--- config.mk ---
export PLATFORM = sky130hd
export DESIGN_NAME = pcs_10g_tx_gearbox
export DESIGN_NICKNAME = d
export VERILOG_FILES = /design/src/rtl/pcs_10g_pkg.sv /design/src/rtl/pcs_10g_gearbox_seq.sv /design/src/rtl/pcs_10g_tx_gearbox.sv
export SDC_FILE = /design/constraint.sdc
export NUM_CORES = 1
export LEC_CHECK = 0
export CORE_MARGIN = 4
export CORE_UTILIZATION = 30
export DETAILED_ROUTE_END_ITERATION = 16
export PLACE_DENSITY = 0.54
export SLEW_MARGIN = 15
export SYNTH_ARGS = -nofsm -noshare
export SYNTH_HDL_FRONTEND = slang
export SYNTH_SLANG_ARGS = --single-unit
--- constraint.sdc ---
create_clock -name clk -period 5 [get_ports clk]
set_input_delay 0.5 -clock clk [delete_from_list [all_inputs] [get_ports clk]]
set_output_delay 0.5 -clock clk [all_outputs]
set_load 0.01 [all_outputs]
--- src/rtl/pcs_10g_pkg.sv ---
// Shared 10G PCS constants and types used by the TX/RX gearboxes.
package pcs_10g_pkg;

    localparam int PCS_BLOCK_W = 66;
    localparam int PCS_HEAD_W  = 2;
    localparam int GB_SEQ_W    = 6;

    localparam logic [GB_SEQ_W-1:0] GB_SEQ_MAX = 6'd32;

    // Sync headers as stored in head[1:0]; bit 0 goes on the wire first.
    localparam logic [PCS_HEAD_W-1:0] SYNC_DATA = 2'b10;
    localparam logic [PCS_HEAD_W-1:0] SYNC_CTRL = 2'b01;

    typedef enum logic [1:0] {
        GB_STALL  = 2'd0,
        GB_ACCEPT = 2'd1,
        GB_DRAIN  = 2'd2
    } gb_mode_e;

endpackage

--- src/rtl/pcs_10g_gearbox_seq.sv ---
// 0..GB_SEQ_MAX gearbox sequence counter; ready is low only on the drain slot.
module pcs_10g_gearbox_seq
    import pcs_10g_pkg::*;
(
    input  logic                clk,
    input  logic                reset,
    input  logic                step_i,
    output logic [GB_SEQ_W-1:0] seq_o,
    output logic                ready_o
);

    logic [GB_SEQ_W-1:0] seq_q;
    logic [GB_SEQ_W-1:0] seq_d;

    // The drain slot always wraps to 0, whether or not a step is requested.
    always_comb begin
        seq_d = seq_q;
        if (seq_q == GB_SEQ_MAX) begin
            seq_d = '0;
        end else if (step_i) begin
            seq_d = seq_q + GB_SEQ_W'(1);
        end
    end

    always_ff @(posedge clk or posedge reset) begin
        if (reset) begin
            seq_q <= '0;
        end else begin
            seq_q <= seq_d;
        end
    end

    assign seq_o   = seq_q;
    assign ready_o = (seq_q != GB_SEQ_MAX);

endmodule

--- src/rtl/pcs_10g_tx_gearbox.sv ---
// 66b-to-64b TX gearbox: packs one 66-bit block per accepted cycle into a
// continuous 64-bit SerDes stream, stalling the encoder one cycle in 33.
module pcs_10g_tx_gearbox
    import pcs_10g_pkg::*;
#(
    parameter int DATA_W = 64,
    parameter int HEAD_W = 2
) (
    input  logic              clk,
    input  logic              reset,
    input  logic              valid_i,
    input  logic [HEAD_W-1:0] head_i,
    input  logic [DATA_W-1:0] data_i,
    output logic              ready_o,
    output logic              data_v_o,
    output logic [DATA_W-1:0] data_o,
    output logic [5:0]        seq_o,
    output logic              underflow_o
);

    localparam int BLK_W = DATA_W + HEAD_W;
    localparam logic [GB_SEQ_W:0] SHIFT_FULL = (GB_SEQ_W + 1)'(DATA_W);

    logic [GB_SEQ_W-1:0] seq;
    logic                seq_ready;
    gb_mode_e            mode;

    logic [BLK_W-1:0]    blk;
    logic [GB_SEQ_W:0]   shift;
    logic [DATA_W-1:0]   res_mask;

    logic [DATA_W-1:0]   res_q, res_d;
    logic [DATA_W-1:0]   data_q, data_d;
    logic                data_v_q, data_v_d;
    logic [5:0]          seq_out_q, seq_out_d;
    logic                underflow_q, underflow_d;

    pcs_10g_gearbox_seq u_seq (
        .clk     (clk),
        .reset   (reset),
        .step_i  (valid_i),
        .seq_o   (seq),
        .ready_o (seq_ready)
    );

    assign blk      = {data_i, head_i};
    assign shift    = {seq, 1'b0};
    assign res_mask = ~({DATA_W{1'b1}} << shift);

    always_comb begin
        if (!seq_ready) begin
            mode = GB_DRAIN;
        end else if (valid_i) begin
            mode = GB_ACCEPT;
        end else begin
            mode = GB_STALL;
        end
    end

    // Accept: low part of the block sits above the r residue bits; the top
    // r+2 block bits become the new residue via the complementary shift.
    always_comb begin
        res_d       = res_q;
        data_d      = data_q;
        data_v_d    = 1'b0;
        seq_out_d   = seq_out_q;
        underflow_d = underflow_q;
        case (mode)
            GB_ACCEPT: begin
                data_d    = DATA_W'(blk << shift) | (res_q & res_mask);
                res_d     = DATA_W'(blk >> (SHIFT_FULL - shift));
                data_v_d  = 1'b1;
                seq_out_d = seq;
            end
            GB_DRAIN: begin
                data_d    = res_q;
                res_d     = '0;
                data_v_d  = 1'b1;
                seq_out_d = seq;
            end
            GB_STALL: begin
                underflow_d = 1'b1;
            end
            default: begin
            end
        endcase
    end

    always_ff @(posedge clk or posedge reset) begin
        if (reset) begin
            res_q       <= '0;
            data_q      <= '0;
            data_v_q    <= 1'b0;
            seq_out_q   <= '0;
            underflow_q <= 1'b0;
        end else begin
            res_q       <= res_d;
            data_q      <= data_d;
            data_v_q    <= data_v_d;
            seq_out_q   <= seq_out_d;
            underflow_q <= underflow_d;
        end
    end

    assign ready_o     = seq_ready;
    assign data_v_o    = data_v_q;
    assign data_o      = data_q;
    assign seq_o       = seq_out_q;
    assign underflow_o = underflow_q;

endmodule

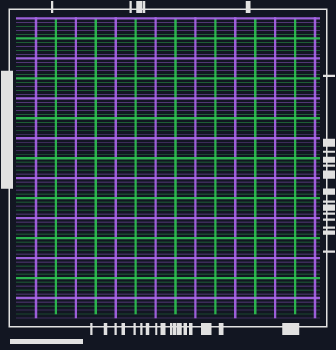
**Above:** run 1 (supply network).
Scale bar: 50 microns. Pins as bars on the die edge.
colour	net
purple	VSS
green	VDD
met4 straps	15
met5 straps	15
rows	75
met1 rails	76
signal pins	142
Core ar.: 42,200 sq um
Die W: 215 microns
Die H: 215 microns

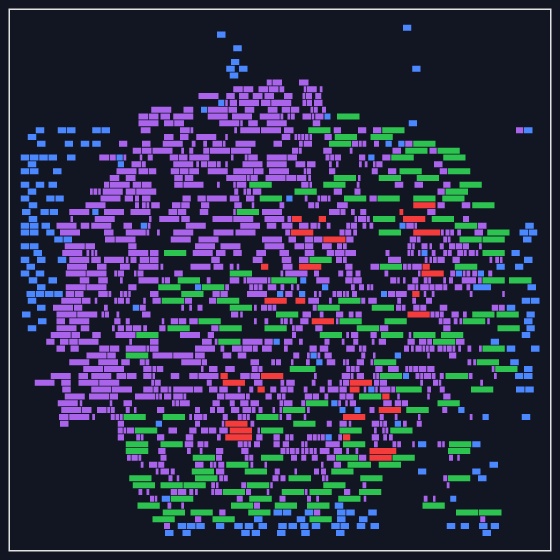
**Above:** run 1 (placed cells, one colour a class).
colour	class	cells	share of their area
purple	all other logic	1,002	60%
green	flip-flops	142	24%
blue	other buffers and delay cells	179	12%
red	clock drivers and dummy loads	32	4.3%
fraction of area in registers: 0.233
row cnt: 75
Final Cell Area: 15,300 sq um
Final Util: 0.363

==> results.cfg, run 1 <==
; generated from flow reports
[critical_path]
r2r_slack_ps = 1210
worst-r2r-cell-count = 7
cp.depth = 7
critPathLaunchType = flop
crit_slowest_cell = a211oi_1
endpoint = res_q[5]$_DFFE_PP0P_
crit_fanout = 25

[power]
combPwrFrac = 0.736
internal-power_mw = 6.67
pg_seq_mw = 2.19
p_comb_mw = 10.1
p_leak_nw = 5.87
power.clock.fraction = 0.104
power_frac_seq = 0.160
clk-power_mw = 1.42
switching_share = 0.513

[clock_tree]
cts.sinks = 142
cts_made_buffers = 17
cts-htree-levels = 4
cts-resized-gates = 0
clk_pin_slew_worst_paths_ps = 70
hold_buffers = 0
tritoncts = done
post_cts_buffers = 0

[synthesis]
async_flop_share = 1.00
top_cells_by_count = 142 x dfrtp_1, 128 x nand2_1, 116 x mux4_2
ys_sh_aoi = 0.194
syn_nets = 1345
synth_area_per_cell_sq_um = 10.1
top_cells_by_area = dfrtp_1 28%, mux4_2 20%, mux2i_1 7.6%
synth_cell_types = 74
simple_gate_share = 0.114
top_area_frac = 0.276
xor_area_frac = 0.00340
edf_count = 0
mux_share = 0.353
yosysWarnings = 0
top_cell = dfrtp_1

[final_layout]
final_cells = 1895
flops = 142
fillCellCount = 4261
logic_gates = 984
clkCellAreaFrac = 0.0408
drive_gt1_frac = 0.227
buffers_excl_clock = 179
sh_comb_area = 0.566
finalNetCount = 1417
final-comb-area_sq_um = 8660

[min_path]
holdCritPathClass = reg -> reg
hold_end = underflow_o$_DFFE_PP0N_

[outcome]
status = completed

[sta]
fin_crit_sh = 0.757
slew_headroom = 0.189
period_needed_ps = 3790

[grt]
grt_pass1_wl_mm = 87.1
use_met3 = 0.0641
grt_pass1_vias = 11900

[placed_design]
numPlacedInstances = 1862
hpwlAfterDp_mm = 45.2

[routing]
drtIter0Drc = 1955
highest_layer = met4
ant_nets = 0
wl_mm = 60.3

[floorplanning]
io_pins = 142
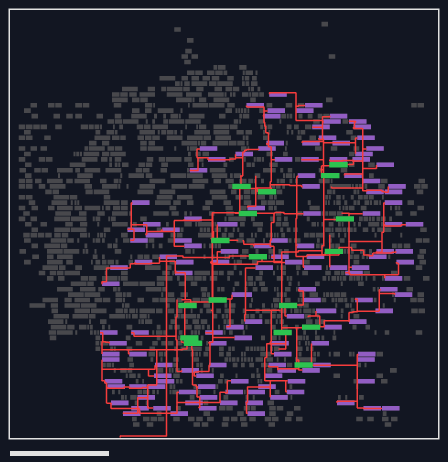
**Above:** run 1 (clock wires, drivers and flops).
Scale bar: 50 microns.
[red] clock wires | length: 2,400 microns
[purple] flip-flops | count: 142
[green] cells driving clock nets | count: 17
routed clock nets	18

**Run 1: wiring by layer**

Scale bar: 50 microns.
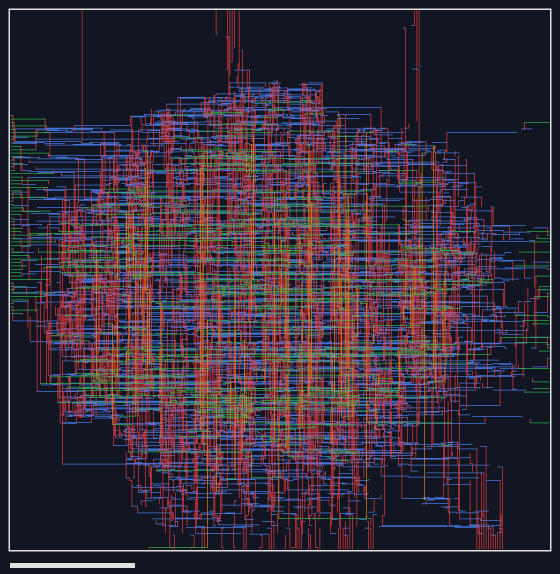

--- run 2 (diff from run 1) ---
PLACE_DENSITY = 0.56   (was 0.54)
clock period = 3.2 ns   (was 5 ns; I/O delays follow)
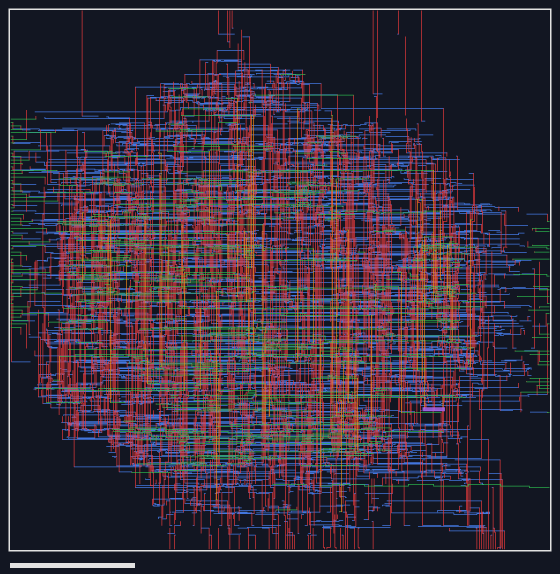
**Above:** run 2 (wiring by layer).
Scale bar: 50 microns.
colour	layer	wire length
purple	met5	7.40 microns
blue	met1	25.6 mm
green	met3	6,960 microns
orange	met4	2,240 microns
red	met2	27.2 mm

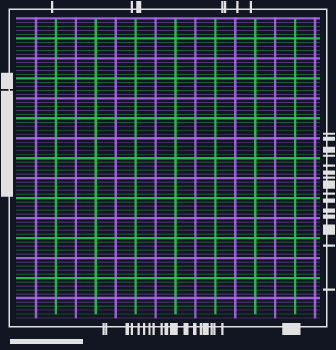
**Above:** run 2 (supply network).
Scale bar: 50 microns. Pins as bars on the die edge.
colour	net
purple	VSS
green	VDD
signal pins	142
met5 straps	15
met1 rails	76
rows	75
Max VDD drop: 0.635 mV

==> run 2 against run 1 <==
  * Sequential share of layout area down 0.92 points
  * Final cell count rose by 2.7%
  * Clock skew down 1.1 ps
  * Highest routed layer is now met5
  * Design area grew 4.1%
  * Largest power group unchanged
  * Largest cell class unchanged
  * Hold slack worse by 75 ps
  * Register-to-register slack got worse by 970 ps
  * Count of clock-buffer cells in the layout did not move
  * Clock power is 46% higher
  * Combinational power increased by 71%
==> results.cfg, run 2 <==
; generated from flow reports
[outcome]
status = completed

[final_layout]
final_cells = 1946
logic_gates = 984
drive_gt1_frac = 0.256
final-comb-area_sq_um = 8670
buffers_excl_clock = 229
flops = 142
fillCellCount = 4178

[power]
internal-power_mw = 11.0
pg_seq_mw = 3.33
switching_share = 0.514
combPwrFrac = 0.762
power_frac_seq = 0.147
p_leak_nw = 6.18
power.clock.fraction = 0.091
p_comb_mw = 17.3

[routing]
wl_mm = 62.1
ant_nets = 0
drtIter0Drc = 1768

[synthesis]
edf_count = 0
synth_cell_types = 74
syn_nets = 1345
top_area_frac = 0.276
top_cells_by_count = 142 x dfrtp_1, 128 x nand2_1, 116 x mux4_2
synth_area_per_cell_sq_um = 10.1
simple_gate_share = 0.114
yosysWarnings = 0
async_flop_share = 1.00

[clock_tree]
tritoncts = done
cts-htree-levels = 4
cts.sinks = 142
cts-resized-gates = 0
clk_pin_slew_worst_paths_ps = 70
cts_made_buffers = 17

[sta]
slew_headroom = 0.468
period_needed_ps = 3090
fin_crit_sh = 0.967

[placed_design]
numPlacedInstances = 1912
hpwlAfterDp_mm = 47.5

[critical_path]
cp.depth = 6
crit_slowest_cell = or4b_1
worst-r2r-cell-count = 9
endpoint = ready_o
critPathLaunchType = flop

[min_path]
holdCritPathClass = in -> async

[grt]
use_met3 = 0.0732
grt_pass1_vias = 12000

[floorplanning]
io_pins = 142
die_h_microns = 215
Power is estimated from default activity; no workload was simulated.
